$ cat src/rtl/shot_hit_detector_pkg.sv
// Shared constants and FSM encoding for the shot hit detector slice.
package shot_pkg;

    localparam int NUM_SHOTS = 8;
    localparam int IDX_W     = $clog2(NUM_SHOTS);
    localparam int COORD_W   = 10;
    localparam int CMP_W     = 12;
    localparam int SHOT_W    = 4;
    localparam int SHOT_H    = 10;
    localparam int DUCK_W    = 32;
    localparam int DUCK_H    = 32;

    typedef enum logic [1:0] {
        ST_IDLE   = 2'd0,
        ST_SCAN   = 2'd1,
        ST_REPORT = 2'd2,
        ST_DONE   = 2'd3
    } state_t;

endpackage

$ cat src/rtl/shot_hit_detector_if.sv
// Shot-position bus: slot coordinates from the shot builder plus the retire handshake back to it.
interface shot_hit_if;
    import shot_pkg::*;

    logic [COORD_W*NUM_SHOTS-1:0] shot_x_flat;
    logic [COORD_W*NUM_SHOTS-1:0] shot_y_flat;
    logic [NUM_SHOTS-1:0]         shot_active;
    logic                         retire_req;
    logic [IDX_W-1:0]             retire_slot;
    logic                         retire_ack;

    // master is the shot builder, slave is the hit detector
    modport master (
        output shot_x_flat, shot_y_flat, shot_active, retire_ack,
        input  retire_req, retire_slot
    );

    modport slave (
        input  shot_x_flat, shot_y_flat, shot_active, retire_ack,
        output retire_req, retire_slot
    );

endinterface

$ cat src/rtl/shot_hit_detector_overlap.sv
// Combinational box test between one shot and the duck, done in 12-bit signed so
// neither the 1023 edge nor negative shot y can wrap.
module shot_box_overlap
    import shot_pkg::*;
(
    input  logic [COORD_W-1:0]        shot_x,
    input  logic signed [COORD_W-1:0] shot_y,
    input  logic [COORD_W-1:0]        duck_x,
    input  logic [COORD_W-1:0]        duck_y,
    output logic                      overlap
);

    localparam logic signed [CMP_W-1:0] SW = CMP_W'(SHOT_W);
    localparam logic signed [CMP_W-1:0] SH = CMP_W'(SHOT_H);
    localparam logic signed [CMP_W-1:0] DW = CMP_W'(DUCK_W);
    localparam logic signed [CMP_W-1:0] DH = CMP_W'(DUCK_H);

    logic signed [CMP_W-1:0] sx;
    logic signed [CMP_W-1:0] sy;
    logic signed [CMP_W-1:0] dx;
    logic signed [CMP_W-1:0] dy;

    assign sx = signed'({{(CMP_W-COORD_W){1'b0}}, shot_x});
    assign sy = signed'({{(CMP_W-COORD_W){shot_y[COORD_W-1]}}, shot_y});
    assign dx = signed'({{(CMP_W-COORD_W){1'b0}}, duck_x});
    assign dy = signed'({{(CMP_W-COORD_W){1'b0}}, duck_y});

    assign overlap = (sx < dx + DW) && (sx + SW > dx) &&
                     (sy < dy + DH) && (sy + SH > dy);

endmodule

$ cat src/rtl/shot_hit_detector.sv
// Scans the shot slots once per SCAN_DIV tick, reports hits and retires the hit slot.
// Define SHOT_HIT_MULTI_HIT_EN to keep scanning after a hit so every overlapping slot is retired.
module shot_hit_detector
    import shot_pkg::*;
#(
    parameter int SCAN_DIV = 60000,
    parameter int SCORE_W  = 8
)
(
    input  logic               clk,
    input  logic               reset,
    shot_hit_if.slave          shot_bus,
    input  logic [COORD_W-1:0] duck_x,
    input  logic [COORD_W-1:0] duck_y,
    input  logic               duck_alive,
    output logic               hit,
    output logic               duck_kill,
    output logic [SCORE_W-1:0] score,
    output logic               busy
);

`ifdef SHOT_HIT_MULTI_HIT_EN
    localparam bit MULTI_HIT = 1'b1;
`else
    localparam bit MULTI_HIT = 1'b0;
`endif

    localparam int               CNT_W    = (SCAN_DIV > 1) ? $clog2(SCAN_DIV) : 1;
    localparam logic [CNT_W-1:0] CNT_LAST = CNT_W'(SCAN_DIV - 1);
    localparam logic [IDX_W-1:0] IDX_LAST = IDX_W'(NUM_SHOTS - 1);

    state_t                     state;
    state_t                     state_nxt;
    logic [CNT_W-1:0]           tick_cnt;
    logic                       tick;
    logic [IDX_W-1:0]           idx;
    logic [COORD_W-1:0]         slot_x;
    logic signed [COORD_W-1:0]  slot_y;
    logic                       overlap;
    logic                       hit_now;
    logic                       kill_done;

    function automatic logic [SCORE_W-1:0] sat_inc(input logic [SCORE_W-1:0] v);
        return (&v) ? v : v + SCORE_W'(1);
    endfunction

    // Free-running pass timer; ticks arriving while busy are simply not looked at.
    always_ff @(posedge clk or negedge reset) begin
        if (!reset)
            tick_cnt <= '0;
        else if (tick)
            tick_cnt <= '0;
        else
            tick_cnt <= tick_cnt + CNT_W'(1);
    end

    assign tick = (tick_cnt == CNT_LAST);

    assign slot_x = shot_bus.shot_x_flat[COORD_W*int'(idx) +: COORD_W];
    assign slot_y = signed'(shot_bus.shot_y_flat[COORD_W*int'(idx) +: COORD_W]);

    shot_box_overlap u_overlap (
        .shot_x  (slot_x),
        .shot_y  (slot_y),
        .duck_x  (duck_x),
        .duck_y  (duck_y),
        .overlap (overlap)
    );

    assign hit_now = (state == ST_SCAN) && duck_alive && shot_bus.shot_active[idx] && overlap;

    always_ff @(posedge clk or negedge reset) begin
        if (!reset)
            state <= ST_IDLE;
        else
            state <= state_nxt;
    end

    always_comb begin
        state_nxt = state;
        case (state)
            ST_IDLE:   if (tick) state_nxt = ST_SCAN;
            ST_SCAN: begin
                if (hit_now)
                    state_nxt = ST_REPORT;
                else if (idx == IDX_LAST)
                    state_nxt = ST_IDLE;
            end
            ST_REPORT: if (shot_bus.retire_ack) state_nxt = ST_DONE;
            ST_DONE:   state_nxt = (MULTI_HIT && (idx != IDX_LAST)) ? ST_SCAN : ST_IDLE;
            default:   state_nxt = ST_IDLE;
        endcase
    end

    always_comb begin
        busy                = (state != ST_IDLE);
        shot_bus.retire_req = (state == ST_REPORT);
    end

    // Hit pulses land in the first REPORT cycle; idx steps past a retired slot in DONE.
    always_ff @(posedge clk or negedge reset) begin
        if (!reset) begin
            idx                  <= '0;
            shot_bus.retire_slot <= '0;
            hit                  <= 1'b0;
            duck_kill            <= 1'b0;
            score                <= '0;
            kill_done            <= 1'b0;
        end else begin
            hit       <= hit_now;
            duck_kill <= hit_now && !kill_done;
            if (hit_now) begin
                shot_bus.retire_slot <= idx;
                score                <= sat_inc(score);
                kill_done            <= 1'b1;
            end
            if ((state == ST_IDLE) && tick) begin
                idx       <= '0;
                kill_done <= 1'b0;
            end else if (((state == ST_SCAN) && !hit_now) || (state == ST_DONE)) begin
                idx <= idx + IDX_W'(1);
            end
        end
    end

endmodule

$ cat src/flat_wrapper.sv
// flat-port wrapper written by rule: the top's interface ports become plain ports
module shot_hit_detector_flat import shot_pkg::*;
#(
    parameter int SCAN_DIV = 60000,
    parameter int SCORE_W  = 8
)
  (clk, reset, duck_x, duck_y, duck_alive, hit, duck_kill, score, busy, shot_bus_shot_x_flat, shot_bus_shot_y_flat, shot_bus_shot_active, shot_bus_retire_ack, shot_bus_retire_req, shot_bus_retire_slot);
  shot_hit_if shot_bus_i ();
  input  logic clk;
  input  logic reset;
  input  logic [COORD_W-1:0] duck_x;
  input  logic [COORD_W-1:0] duck_y;
  input  logic duck_alive;
  output logic hit;
  output logic duck_kill;
  output logic [SCORE_W-1:0] score;
  output logic busy;
  input wire logic [$bits(shot_bus_i.shot_x_flat)-1:0] shot_bus_shot_x_flat;
  input wire logic [$bits(shot_bus_i.shot_y_flat)-1:0] shot_bus_shot_y_flat;
  input wire logic [$bits(shot_bus_i.shot_active)-1:0] shot_bus_shot_active;
  input wire logic [$bits(shot_bus_i.retire_ack)-1:0] shot_bus_retire_ack;
  output wire logic [$bits(shot_bus_i.retire_req)-1:0] shot_bus_retire_req;
  output wire logic [$bits(shot_bus_i.retire_slot)-1:0] shot_bus_retire_slot;
  assign shot_bus_i.shot_x_flat = shot_bus_shot_x_flat;
  assign shot_bus_i.shot_y_flat = shot_bus_shot_y_flat;
  assign shot_bus_i.shot_active = shot_bus_shot_active;
  assign shot_bus_i.retire_ack = shot_bus_retire_ack;
  assign shot_bus_retire_req = shot_bus_i.retire_req;
  assign shot_bus_retire_slot = shot_bus_i.retire_slot;
  shot_hit_detector #(.SCAN_DIV(SCAN_DIV), .SCORE_W(SCORE_W)) u_core (.clk(clk), .reset(reset), .shot_bus(shot_bus_i), .duck_x(duck_x), .duck_y(duck_y), .duck_alive(duck_alive), .hit(hit), .duck_kill(duck_kill), .score(score), .busy(busy));
endmodule
$ cat config.mk
export PLATFORM = sky130hd
export DESIGN_NAME = shot_hit_detector_flat
export DESIGN_NICKNAME = d
export VERILOG_FILES = /design/src/rtl/shot_hit_detector_pkg.sv /design/src/rtl/shot_hit_detector_if.sv /design/src/rtl/shot_hit_detector_overlap.sv /design/src/rtl/shot_hit_detector.sv /design/src/flat_wrapper.sv
export SDC_FILE = /design/constraint.sdc
export NUM_CORES = 1
export LEC_CHECK = 0
export CAP_MARGIN = 20
export CORE_MARGIN = 2
export CORE_UTILIZATION = 42
export CTS_BUF_LIST = sky130_fd_sc_hd__clkbuf_16
export DETAILED_ROUTE_END_ITERATION = 8
export PLACE_DENSITY = 0.83
export SLEW_MARGIN = 10
export SYNTH_ARGS = -nofsm -noshare
export SYNTH_HDL_FRONTEND = slang
export SYNTH_HIERARCHICAL = 1
export SYNTH_SLANG_ARGS = --single-unit
$ cat constraint.sdc
create_clock -name clk -period 5.55 [get_ports clk]
set_clock_uncertainty 0.15 [all_clocks]
set_input_delay 0.8325 -clock clk [delete_from_list [all_inputs] [get_ports clk]]
set_output_delay 0.8325 -clock clk [all_outputs]
set_load 0.03 [all_outputs]
==> run summary, run 1 <==
Results of the flow run.

For this run, the leading register cell type out of synthesis is sky130_fd_sc_hd__dfrtp_1. The worst hold path begins at u_core/kill_done$_DFFE_PN0P_. During I/O placement, the number of pins put on the boundary was 207. Warnings raised by the tools during the run amount to 28. In the Yosys report the total cell count is 394. The main area contributors are sky130_fd_sc_hd__mux4_2 (22%), sky130_fd_sc_hd__dfrtp_1 (21%), sky130_fd_sc_hd__ha_1 (14%), sky130_fd_sc_hd__mux2_2 (5.9%), sky130_fd_sc_hd__xnor2_1 (4.8%). The worst hold path belongs to the class reg2reg. The number of violations reported at the end of detailed-routing iteration 0 stands at 211. For this run, the script counts the antenna cells in the layout as 0. The first global-routing pass estimated 22180 um of wire.

The instance count after placement with tap cells included stands at 726. For this run, the post-layout net count is 837. The clock transition at the registers of the reported paths stands at 0.05 ns.

The combined area of all synthesized cells stands at 0.004168 mm2. The post-synth count of flops with an enable pin is 0. sky130_fd_sc_hd__ha_1 is the most common cell in the netlist. After routing, the total negative slack on setup checks comes to 0 ns.

The worst setup margin stands at 0.6750 ns. The number of global-route vias before repair stands at 4382. The data arrival at the endpoint of the critical path stands at 4.88 ns. The slew at the pin with the worst max-slew slack stands at 0.6981 ns. The worst slew margin relative to its limit stands at 53.46%.

The initial antenna violation count is 0. Looking at the clock tree report, the maximum root-to-sink buffer count equals 2. The max capacitance violation total stands at 0. Setup repair after global routing left no endpoint under its margin.

Looking at the post-CTS report, the setup buffer insertion count equals 0. The number of core rows stands at 36. Leaving out filler cells and counting taps, the final layout contains 734. The critical path in this run is classified as in2reg. The share of async-settable or async-resettable flops after synthesis stands at 100.0%. The synthesis stat section lists a flop and latch total of 35. Prior to clock tree synthesis, the placed netlist has a worst setup slack of 0.4233 ns.

For hold timing, the worst endpoint is u_core/duck_kill$_DFF_PN0_. The number of cells on the worst hold path stands at 1. The number of pins with negative max-slew slack in the final report stands at 0. The end-of-flow timing check tallies setup violations at 0. The final design area excluding fillers stands at 0.006549 mm2. The total routing usage reported by global routing stands at 25.64%.

The run finished with clean final reports.
run 1: cell type report:
cell class | instances | area (um2)
Tap cell | 133 | 166.4
Multi-Input combinational cell | 310 | 3093
Clock buffer | 5 | 125.1
Fill cell | 735 | 3136
Clock inverter | 3 | 16.27
Timing Repair Buffer | 216 | 2150
Sequential cell | 35 | 878.3
Inverter | 32 | 120.1
run 1: through the flow:
step	hold slack [ns]	power, W
3_5_place_dp	0.2786	0.0005450
5_1_grt	0.3011	0.0008491
3_3_place_gp	0.2717	0.0005346
6_report	0.2847	0.0008074
2_1_floorplan	0.2541	0.0003735
4_1_cts	0.2830	0.0008091
run 1: per-layer routing:
metal	wire length [um]	share of wire (%)	GRT usage [%]
met5	0	0	0
met4	471	3.4	9.170
met3	947	6.8	6.230
met2	6745	49	43.95
met1	5685	41	31.49
run 1: worst max-delay path, stage by stage:
cell                              delay (ns)
sky130_fd_sc_hd__clkdlybuf4s50_1        0.42
sky130_fd_sc_hd__mux4_2                 0.46
sky130_fd_sc_hd__mux2_2                 0.34
sky130_fd_sc_hd__ha_1                   0.25
sky130_fd_sc_hd__o21ai_0                0.23
sky130_fd_sc_hd__xnor2_1                0.10
sky130_fd_sc_hd__ha_1                   0.29
sky130_fd_sc_hd__nand4_1                0.13
sky130_fd_sc_hd__a21oi_1                0.15
sky130_fd_sc_hd__o31ai_1                0.09
sky130_fd_sc_hd__a21oi_1                0.16
sky130_fd_sc_hd__and4_1                 0.22
sky130_fd_sc_hd__nand4b_1               0.15
sky130_fd_sc_hd__a31oi_4                0.23
sky130_fd_sc_hd__nand3_4                0.14
sky130_fd_sc_hd__or4b_1                 0.55
sky130_fd_sc_hd__xnor2_1                0.14
run 1: layout by cell type, fill, tap and decap left out, drive strengths merged, types with 2 or more instances in the layout:
cell	Yosys	routed
buf	8	10
xor2	16	16
and4	3	3
nand3b	3	3
dfrtp	35	35
nor2b	6	6
clkdlybuf4s50	0	206
xnor2	23	23
nand2	17	17
and3	3	3
ha	45	45
nand4b	2	2
nor2	27	27
a211oi	4	4
nor3	3	3
mux2i	4	4
a32o	2	2
nand4bb	2	2
nand4	13	13
inv	32	33
nor4	3	3
o21ai	10	10
nor4b	2	2
a21oi	13	13
mux2	23	23
o211ai	2	2
nand3	17	17
o31ai	4	4
nand2b	2	2
or2	3	3
a31oi	2	2
o31a	2	2
mux4	40	40
a21o	2	2
clkbuf	9	5
run 1: kinds of logic after synthesis:
logic type / synth area share [%]
AND-OR/OR-AND: 9.187
XOR/XNOR: 8.196
adder cells (fa/ha/maj): 13.51
buffers and inverters: 4.773
flip-flops: 21.01
multiplexers: 28.79
AND/OR/NAND/NOR: 14.53
run 1: flip-flops by register name (all words and copies together) (netlist names), named ones only:
name                         flops
u_core/score                     8
u_core/duck_kill                 1
u_core/idx                       3
u_core/kill_done                 1
u_core/hit                       1
u_core/state                     1
u_core/tick_cnt                 16
u_core/shot_bus.retire_slot      3
run 1: report_power, final:
group          internal, W  leakage, nW  switching, W
Clock             0.000163       0.0710      0.000101
Combinational     0.000189         2.11     0.0000987
Sequential        0.000255        0.471             0
Figure 1. Pin map (run 1).
Pins as bars across the die edge, other pins in gray.
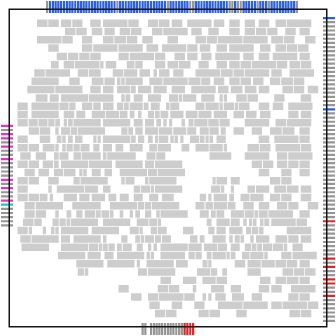
`score` -> magenta  # pins 8, direction output, edge west
`shot_bus_shot_y_flat` -> blue  # pins 80, direction input, edge 78 north, 2 east
`shot_bus_retire_ack` -> cyan  # pins 1, direction input, edge west
`duck_x` -> red  # pins 10, direction input, edge 6 east, 4 south
all pins by edge = 90 north, 74 east, 25 west, 18 south
count of input and output buffers: 206
Die X-Extent: 103.6 um

Figure 2. Sequential cells grouped by signal name (run 1).
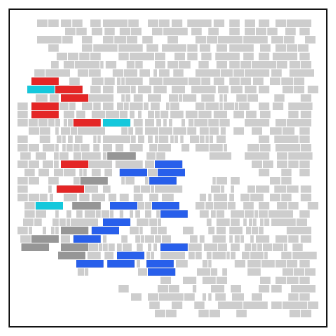
`u_core/tick_cnt` -> blue  # sequential cells 16
`u_core/shot_bus.retire_slot` -> cyan  # sequential cells 3
`u_core/score` -> red  # sequential cells 8
sequential standard cell area: 878.3 um2
share of cell area taken by flip-flops and latches: 13.41%
utilization of the core after routing: 67.62%
power in sequential cells: 0.000255 W

Figure 3. Clock nets (run 1).
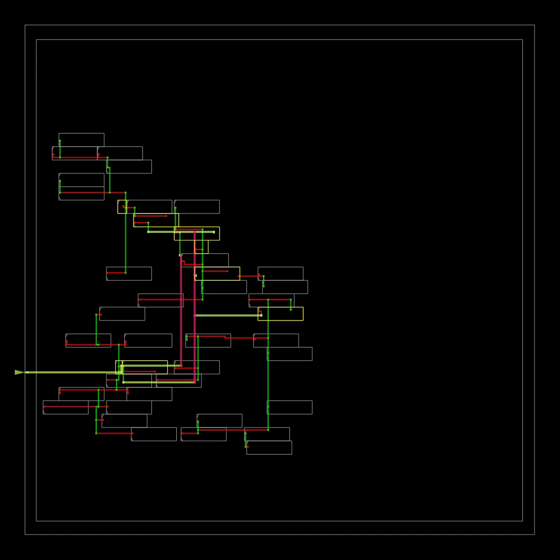
count of sequential standard cells: 35
TritonCTS buffer count: 5

Figure 4. Metal layers overlaid (run 1).
Scale bar: 20 um.
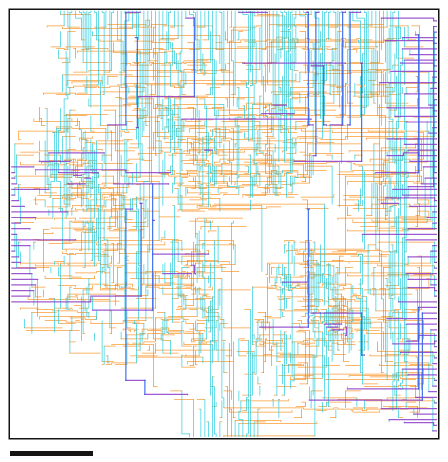
M3 -> purple  # wire length 948 um
M1 -> orange  # wire length 5690 um
M4 -> blue  # wire length 472 um
M2 -> cyan  # wire length 6750 um
total length of routed wires: 13850 um
detailed-route wire length per cell: 18.87 um
via count: 4076

==> run 2, diff against run 1 <==
Settings changed: TNS_END_PERCENT set to 5.
Figure 5. Pin map (run 2).
Pins as bars across the die edge, other pins in gray.
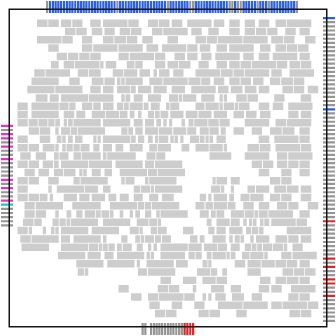
`score` -> magenta  # pins 8, direction output, edge west
`shot_bus_shot_y_flat` -> blue  # pins 80, direction input, edge 78 north, 2 east
`duck_x` -> red  # pins 10, direction input, edge 6 east, 4 south
`shot_bus_retire_ack` -> cyan  # pins 1, direction input, edge west
all pins by edge = 90 north, 74 east, 25 west, 18 south
overall die height: 103.6 um

==> run summary, run 2 <==
Results of the flow run.

The number of flops mapped to enable cells by yosys was 0 (unchanged). The path class of the lowest-slack min-delay path is reg2reg (unchanged). Cell Chain, Critical Path: clkdlybuf4s50_1, mux4_2, mux2_2, ha_1, o21ai_0, xnor2_1, ha_1, nand4_1, a21oi_1, o31ai_1, a21oi_1, and4_1, nand4b_1, a31oi_4, nand3_4, or4b_1, xnor2_1 (unchanged). The cell at the slowest stage of the critical path was sky130_fd_sc_hd__or4b_1 (unchanged). The worst setup margin stands at 0.6750 ns (unchanged). The accumulated negative setup slack stands at 0 ns (unchanged). The data arrival at the endpoint of the critical path is 4.88 ns (about the same).

The cell count listed in synth_stat.txt was 394 (unchanged). The max capacitance violation total stands at 0 (unchanged). The share of async-settable or async-resettable flops after synthesis is 100.0% (unchanged). The maximum buffer depth of the clock tree was 2 (unchanged). The worst slack after detailed placement was 0.4233 ns (unchanged). The detailed-route wire length stands at 13850 um (unchanged). The final setup violation count was 0 (unchanged).

The number of core rows was 36 (unchanged). The total tool warning count stands at 28 (unchanged). The number of violations reported at the end of detailed-routing iteration 0 was 211 (unchanged). The total power draw stands at 0.0008074 W (unchanged).

The clock transition at the registers of the reported paths is 0.05 ns (about the same). The flip-flop count of the largest register, all copies and words added stands at 16 (unchanged). Result of the run: finished, final reports clean (unchanged). The number of setup buffers added after CTS stands at 0 (unchanged).

Registers with the highest flip-flop counts: u_core/tick_cnt: 16 flops, u_core/score: 8 flops (unchanged). The initial antenna violation count came to 0 (unchanged). The first-pass GRT wire length stands at 22180 um (unchanged). Ranking of synthesized cells by area: sky130_fd_sc_hd__mux4_2 (22%), sky130_fd_sc_hd__dfrtp_1 (21%), sky130_fd_sc_hd__ha_1 (14%), sky130_fd_sc_hd__mux2_2 (5.9%), sky130_fd_sc_hd__xnor2_1 (4.8%) (unchanged). The final design area excluding fillers stands at 0.006549 mm2 (unchanged). The antenna diode count is 0 (unchanged).

Setup repair after global routing missed its margin: no (unchanged). The number of pins with negative max-slew slack in the final report came to 0 (unchanged). The most used flip-flop cell was sky130_fd_sc_hd__dfrtp_1 (unchanged). The number of buffers created by CTS stands at 5 (unchanged).
==> run 2: cell counts in the layout (fill, tap and decap cells not counted) <==
Identical to the previous run, type by type.
==> run 2: power by group <==
group	switching [W]	total, W	internal (W)
Combinational	0.0000987	0.000287	0.000189
Clock	0.000101	0.000265	0.000163
Sequential	0	0.000255	0.000255
Total	0.000200	0.000807	0.000607
==> run 2: layout make-up <==
class / instances / area, um2 / area share (%)
clock inverters: 3 / 16.27 / 0.2484
flip-flops and latches: 35 / 878.3 / 13.41
repair buffers: 216 / 2150 / 32.82
inverters: 32 / 120.1 / 1.834
clock buffers: 5 / 125.1 / 1.911
multi-input cells: 310 / 3093 / 47.23
well taps: 133 / 166.4 / 2.541
==> run 2: worst max-delay path: cells and delay by family <==
family                     cells  cell delay (ns)
buffers and inverters          1             0.42
AOI/OAI and AO/OA              5             0.86
and+or+nand+nor                5             1.19
adders and majority gates      2             0.54
muxes                          2             0.80
xor gates and xnor gates       2             0.24
==> run 2: cell families after synthesis <==
logic type	Yosys count	share of synthesized area, %
AOI/OAI and AO/OA	51	9.187
xor gates and xnor gates	39	8.196
adders and majority gates	45	13.51
buffers and inverters	49	4.773
DFF	35	21.01
muxes	67	28.79
and+or+nand+nor	108	14.53
==> run 2: through the flow <==
stage / std cells / util [%]
6_report: 734 / 67.62
5_1_grt: 734 / 67.62
4_1_cts: 734 / 67.62
3_5_place_dp: 726 / 66.16
3_3_place_gp: 726 / 66.16
2_1_floorplan: 394 / -
==> run 2: routing by layer <==
layer | GRT usage [%] | vias up | routed length [um]
li1 | - | 1908 | -
met1 | 31.49 | 1953 | 5685
met2 | 43.95 | 175 | 6745
met3 | 6.230 | 40 | 947
met4 | 9.170 | 0 | 471
met5 | 0 | - | 0
==> run 2: path summary, 6_finish.rpt <==
kind                                              startpoint                          end  slack [ns]  depth (start not counted)
worst max-delay path                shot_bus_shot_y_flat[12]  u_core/score[6]$_DFFE_PN0P_        0.68                         17
worst min-delay path            u_core/kill_done$_DFFE_PN0P_   u_core/duck_kill$_DFF_PN0_        0.28                          1
worst max register to register     u_core/idx[1]$_DFFE_PN0P_  u_core/score[6]$_DFFE_PN0P_        0.80                         17
worst min register to register  u_core/kill_done$_DFFE_PN0P_   u_core/duck_kill$_DFF_PN0_        0.28                          1
max in group asynchronous                              reset    u_core/idx[0]$_DFFE_PN0P_        4.10                          2
min in group asynchronous                              reset   u_core/duck_kill$_DFF_PN0_        0.81                          2
Power figures rest on the tool's default switching activity, not on a simulated workload.
